<file path="src/rtl/mem_access_stage.sv">
// Memory stage of the 5-stage RISC-V pipeline: issues data-memory loads/stores over a
// req/ready handshake with timeout, formats store data/strobes and extends load data.
module mem_access_stage #(
    parameter int TIMEOUT_CYCLES = 16,
    parameter int CNT_W          = 5
) (
    input  logic        clk,
    input  logic        reset,
    input  logic        in_valid,
    input  logic        mem_read_in,
    input  logic        mem_write_in,
    input  logic [2:0]  funct3_in,
    input  logic [31:0] alu_result_in,
    input  logic [31:0] store_data_in,
    input  logic [4:0]  rd_in,
    input  logic        reg_write_in,
    input  logic [1:0]  wb_sel_in,
    input  logic [31:0] pc_in,
    output logic        dmem_req,
    output logic        dmem_we,
    output logic [31:0] dmem_addr,
    output logic [31:0] dmem_wdata,
    output logic [3:0]  dmem_wstrb,
    input  logic        dmem_ready,
    input  logic [31:0] dmem_rdata,
    output logic        stall_out,
    output logic [31:0] mem_data_out,
    output logic [31:0] alu_result_out,
    output logic [4:0]  rd_out,
    output logic        reg_write_out,
    output logic [1:0]  wb_sel_out,
    output logic [31:0] pc_out,
    output logic        misaligned_out,
    output logic        bus_err_out
);

    typedef enum logic [1:0] {
        IDLE = 2'd0,
        BUSY = 2'd1,
        DONE = 2'd2
    } state_t;

    localparam logic [1:0] SZ_B = 2'd0;
    localparam logic [1:0] SZ_H = 2'd1;
    localparam logic [1:0] SZ_W = 2'd2;
    localparam logic [CNT_W-1:0] CNT_LAST = CNT_W'(TIMEOUT_CYCLES - 1);

    // Anything that is not a byte or half access (including unknown encodings) is a word.
    function automatic logic [1:0] size_of(input logic [2:0] f3);
        logic [1:0] sz;
        case (f3[1:0])
            2'b00:   sz = SZ_B;
            2'b01:   sz = SZ_H;
            default: sz = SZ_W;
        endcase
        return sz;
    endfunction

    function automatic logic is_misaligned(input logic [1:0] sz, input logic [1:0] a);
        logic m;
        case (sz)
            SZ_H:    m = a[0];
            SZ_W:    m = (a != 2'b00);
            default: m = 1'b0;
        endcase
        return m;
    endfunction

    function automatic logic [31:0] store_wdata(input logic [1:0] sz, input logic [31:0] d);
        logic [31:0] w;
        case (sz)
            SZ_B:    w = {4{d[7:0]}};
            SZ_H:    w = {2{d[15:0]}};
            default: w = d;
        endcase
        return w;
    endfunction

    function automatic logic [3:0] store_wstrb(input logic [1:0] sz, input logic [1:0] a);
        logic [3:0] s;
        case (sz)
            SZ_B:    s = 4'b0001 << a;
            SZ_H:    s = 4'b0011 << {a[1], 1'b0};
            default: s = 4'b1111;
        endcase
        return s;
    endfunction

    // funct3[2] selects zero extension (BU/HU).
    function automatic logic [31:0] extend_load(input logic [2:0] f3, input logic [1:0] a,
                                                input logic [31:0] d);
        logic [31:0] shifted;
        logic [31:0] r;
        shifted = d >> {a, 3'b000};
        case (size_of(f3))
            SZ_B:    r = f3[2] ? {24'd0, shifted[7:0]}
                               : {{24{shifted[7]}}, shifted[7:0]};
            SZ_H:    r = f3[2] ? {16'd0, shifted[15:0]}
                               : {{16{shifted[15]}}, shifted[15:0]};
            default: r = d;
        endcase
        return r;
    endfunction

    state_t            state_q, state_d;
    logic              req_q, req_d;
    logic              we_q, we_d;
    logic [31:0]       addr_q, addr_d;
    logic [31:0]       wdata_q, wdata_d;
    logic [3:0]        wstrb_q, wstrb_d;
    logic [2:0]        f3_q, f3_d;
    logic [1:0]        off_q, off_d;
    logic [31:0]       load_data_q, load_data_d;
    logic [CNT_W-1:0]  cnt_q, cnt_d;
    logic              err_q, err_d;

    logic              access_s;
    logic [1:0]        size_s;
    logic              misaligned_s;
    logic              stall_s;

    assign access_s     = in_valid & (mem_read_in | mem_write_in);
    assign size_s       = size_of(funct3_in);
    assign misaligned_s = is_misaligned(size_s, alu_result_in[1:0]);

    // Next-state logic for the access FSM and its registered bus fields.
    always_comb begin
        state_d     = state_q;
        req_d       = req_q;
        we_d        = we_q;
        addr_d      = addr_q;
        wdata_d     = wdata_q;
        wstrb_d     = wstrb_q;
        f3_d        = f3_q;
        off_d       = off_q;
        load_data_d = load_data_q;
        cnt_d       = cnt_q;
        err_d       = err_q;
        case (state_q)
            IDLE: begin
                cnt_d       = {CNT_W{1'b0}};
                err_d       = 1'b0;
                load_data_d = 32'd0;
                if (access_s && !misaligned_s) begin
                    state_d = BUSY;
                    req_d   = 1'b1;
                    we_d    = mem_write_in;
                    addr_d  = {alu_result_in[31:2], 2'b00};
                    wdata_d = mem_write_in ? store_wdata(size_s, store_data_in) : 32'd0;
                    wstrb_d = mem_write_in ? store_wstrb(size_s, alu_result_in[1:0]) : 4'b0000;
                    f3_d    = funct3_in;
                    off_d   = alu_result_in[1:0];
                end else begin
                    req_d = 1'b0;
                end
            end
            BUSY: begin
                if (dmem_ready) begin
                    state_d     = DONE;
                    req_d       = 1'b0;
                    we_d        = 1'b0;
                    wstrb_d     = 4'b0000;
                    cnt_d       = {CNT_W{1'b0}};
                    load_data_d = we_q ? 32'd0 : extend_load(f3_q, off_q, dmem_rdata);
                end else if (cnt_q == CNT_LAST) begin
                    state_d = DONE;
                    req_d   = 1'b0;
                    we_d    = 1'b0;
                    wstrb_d = 4'b0000;
                    cnt_d   = {CNT_W{1'b0}};
                    err_d   = 1'b1;
                end else begin
                    cnt_d = cnt_q + {{(CNT_W-1){1'b0}}, 1'b1};
                end
            end
            DONE: begin
                state_d = IDLE;
                req_d   = 1'b0;
            end
            default: begin
                state_d = IDLE;
                req_d   = 1'b0;
                we_d    = 1'b0;
                wstrb_d = 4'b0000;
                cnt_d   = {CNT_W{1'b0}};
                err_d   = 1'b0;
            end
        endcase
    end

    // State and bus-field registers.
    always_ff @(posedge clk or posedge reset) begin
        if (reset) begin
            state_q     <= IDLE;
            req_q       <= 1'b0;
            we_q        <= 1'b0;
            addr_q      <= 32'd0;
            wdata_q     <= 32'd0;
            wstrb_q     <= 4'b0000;
            f3_q        <= 3'd0;
            off_q       <= 2'd0;
            load_data_q <= 32'd0;
            cnt_q       <= {CNT_W{1'b0}};
            err_q       <= 1'b0;
        end else begin
            state_q     <= state_d;
            req_q       <= req_d;
            we_q        <= we_d;
            addr_q      <= addr_d;
            wdata_q     <= wdata_d;
            wstrb_q     <= wstrb_d;
            f3_q        <= f3_d;
            off_q       <= off_d;
            load_data_q <= load_data_d;
            cnt_q       <= cnt_d;
            err_q       <= err_d;
        end
    end

    // MEM/WB-facing outputs: pass-through, bubble while stalled, result in DONE.
    always_comb begin
        alu_result_out = alu_result_in;
        rd_out         = rd_in;
        reg_write_out  = reg_write_in;
        wb_sel_out     = wb_sel_in;
        pc_out         = pc_in;
        mem_data_out   = 32'd0;
        stall_s        = 1'b0;
        misaligned_out = 1'b0;
        bus_err_out    = 1'b0;
        case (state_q)
            IDLE: begin
                if (access_s && misaligned_s) begin
                    misaligned_out = 1'b1;
                    reg_write_out  = 1'b0;
                end else if (access_s) begin
                    stall_s       = 1'b1;
                    rd_out        = 5'd0;
                    reg_write_out = 1'b0;
                end else begin
                    stall_s = 1'b0;
                end
            end
            BUSY: begin
                stall_s       = 1'b1;
                rd_out        = 5'd0;
                reg_write_out = 1'b0;
            end
            DONE: begin
                if (err_q) begin
                    bus_err_out   = 1'b1;
                    reg_write_out = 1'b0;
                end else begin
                    mem_data_out = load_data_q;
                end
            end
            default: begin
                rd_out        = 5'd0;
                reg_write_out = 1'b0;
            end
        endcase
    end

    // Reset must release the upstream freeze at once, not at the next edge.
    assign stall_out  = stall_s & ~reset;
    assign dmem_req   = req_q;
    assign dmem_we    = we_q;
    assign dmem_addr  = addr_q;
    assign dmem_wdata = wdata_q;
    assign dmem_wstrb = wstrb_q;

endmodule
</file>
<file path="config.mk">
export PLATFORM = sky130hd
export DESIGN_NAME = mem_access_stage
export DESIGN_NICKNAME = d
export VERILOG_FILES = /design/src/rtl/mem_access_stage.sv
export SDC_FILE = /design/constraint.sdc
export NUM_CORES = 1
export LEC_CHECK = 0
export CORE_MARGIN = 2
export CORE_UTILIZATION = 32
export CTS_BUF_LIST = sky130_fd_sc_hd__clkbuf_4 sky130_fd_sc_hd__clkbuf_8
export DETAILED_ROUTE_END_ITERATION = 16
export GPL_TIMING_DRIVEN = 1
export HOLD_SLACK_MARGIN = 0.06
export PLACE_DENSITY = 0.71
export REMOVE_ABC_BUFFERS = 1
export SYNTH_ARGS = -nofsm -noshare
export SYNTH_HDL_FRONTEND = slang
export SYNTH_SLANG_ARGS = --single-unit
</file>
<file path="constraint.sdc">
create_clock -name clk -period 10.26 [get_ports clk]
set_clock_uncertainty 0.2 [all_clocks]
set_input_delay 1.026 -clock clk [delete_from_list [all_inputs] [get_ports clk]]
set_output_delay 1.026 -clock clk [all_outputs]
set_load 0.005 [all_outputs]
</file>
Routing congestion map:
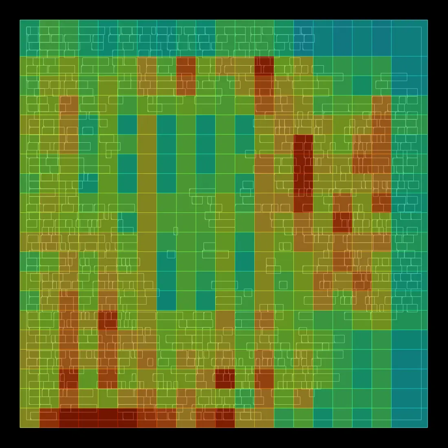
GR met3 Demand/Resource: 9.00%
routed wire length per instance: 17.7 um
busiest layer in global routing: met2

Sequential cells grouped by signal name:
Other sequential cells in the stronger gray, the rest of the logic in the fainter gray.
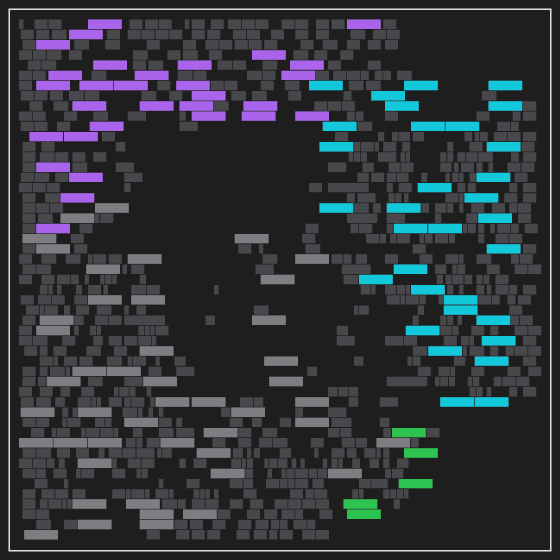
Key: purple = `dmem_addr` [flops 30]; green = `cnt_q` [flops 5, where lower right]; cyan = `load_data_q` [flops 32]
Another 46 sequential cells are not colored.

The metal 1 layer:
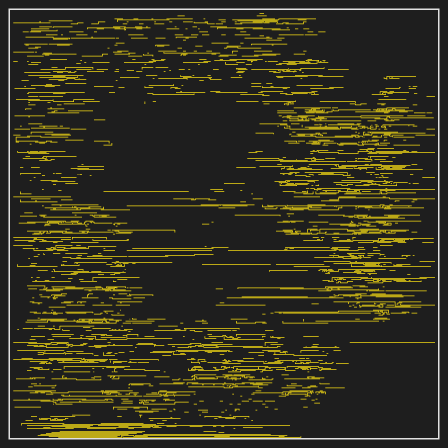
775 nets have wire on it. The layer carries 8180 um of wire. The longest straight run is 64.4 um.

## metrics by stage
step,setup slack [ns],utilization [%]
6_report,5.94,46.3
5_1_grt,5.82,46.3
4_1_cts,5.94,46.3
3_5_place_dp,5.93,44.2
3_3_place_gp,6.01,44.2
2_1_floorplan,2.53,-
## logic make-up (layout without fill, tap and decap cells)
logic type               count (synthesis)  after routing
AND-OR/OR-AND                          125            125
XOR/XNOR                                 2              2
adder cells (fa/ha/maj)                  1              1
buffers and inverters                  138            327
flip-flops                             113            113
multiplexers                            98             98
other                                    1              2
AND/OR/NAND/NOR                        131            131
## state kept, by name (all words and copies together), names as in the netlist
signal and flops:
f3_q 3, load_data_q 32, cnt_q 5, dmem_we 1, state_q 2, dmem_wstrb 4, dmem_req 1, dmem_wdata 32
off_q 2, err_q 1, dmem_addr 30
==> run summary <==
Physical implementation

The count of instances resized after the clock tree is built is 0. The slowest stage of the critical path is the clkdlybuf4s50_1 cell. The global routing met1 resource utilization is a little under a quarter.

Sequential cells account for 38.3% of the total power. The via count of the first global-routing pass is 5211. The worst path buffer plus inverter count is 3. The first global-routing pass estimated 29000 um of wire.

Buffers inserted to repair hold after CTS numbered 0. The library cell occupying the most area in the post-synthesis netlist is dfrtp_1. The element type at the critical path start is a primary input.

The critical path endpoint has a required time of 9.03 ns. Port buffering added 251 buffers. The top cell types in the final layout, fill and taps aside, are clkdlybuf4s50_1, dfrtp_1, nand2_1, mux2_2, o21ai_0. Measured along the x axis, the die boundary spans 144 um. The headroom to the max-slew limit is 30.7%.

The instance count on the critical path is 6. The post-synthesis cell type count is 49. The met2 capacity usage during global routing is 26.7%.

The cell area after placement is 8540 um2. The count of buffers not belonging to the clock network in the layout is 262. The count of inserted antenna diode cells is 0.

The maximum number of pins on one net before global-route repair is 74. The final antenna-violating net count is 0. The layout stage reports a final design area of 8950 um2. The run finished with clean final reports.

Summing the areas of all xor and xnor instances in the mapped netlist gives 0.280% of the synthesized area. The placed cell count is 1032. From the final report, the count of setup violators was given as 0. Final hold analysis gives a worst-case slack of 0.271 ns. Multi-input combinational cells in the finished layout were counted as 359.

In the hold timing report, the worst path depth is 2. The worst reg-to-reg setup slack is 7.44 ns. The dominant non-sequential cell family after synthesis is multiplexers.

Dividing the final minimum period by the clock period gives between 40% and 50%. Summing every instance area after synthesis gives about 6300 um2. The sum of negative setup slack is 0 ns.

The clock H-tree reported by CTS has 4 levels. The power report attributes to the combinational group a share of 35.5%. Fill cells in the final layout number 1825.

The terminus of the critical flop-to-flop path is load_data_q[31]$_DFFE_PP0P_. The clock passes through at most 2 buffers. The cell that appears most often on the critical path is clkdlybuf4s50_1. The largest delay contributor family on the critical path is buffers and inverters. The half-perimeter wire length after placement is 13400 um. Net switching is a little under a third of the power.

The die span in y is 144 um. The ratio of routed vias to standard cells is between 4 and 5. The delay contributed by the slowest stage of the critical path is 0.50 ns. The worst hold path startpoint is load_data_q[4]$_DFFE_PP0P_. The launching point of the worst reg2reg path is off_q[0]$_DFFE_PP0P_. Per the summary, power density relative to cell area is 189 nW/um2. The capturing element type of the critical path is an output port. Summed over all nets, the switching power comes to 0.529 mW. The most common logic cell in the routed design is clkdlybuf4s50_1.
Power is estimated from default activity; no workload was simulated.
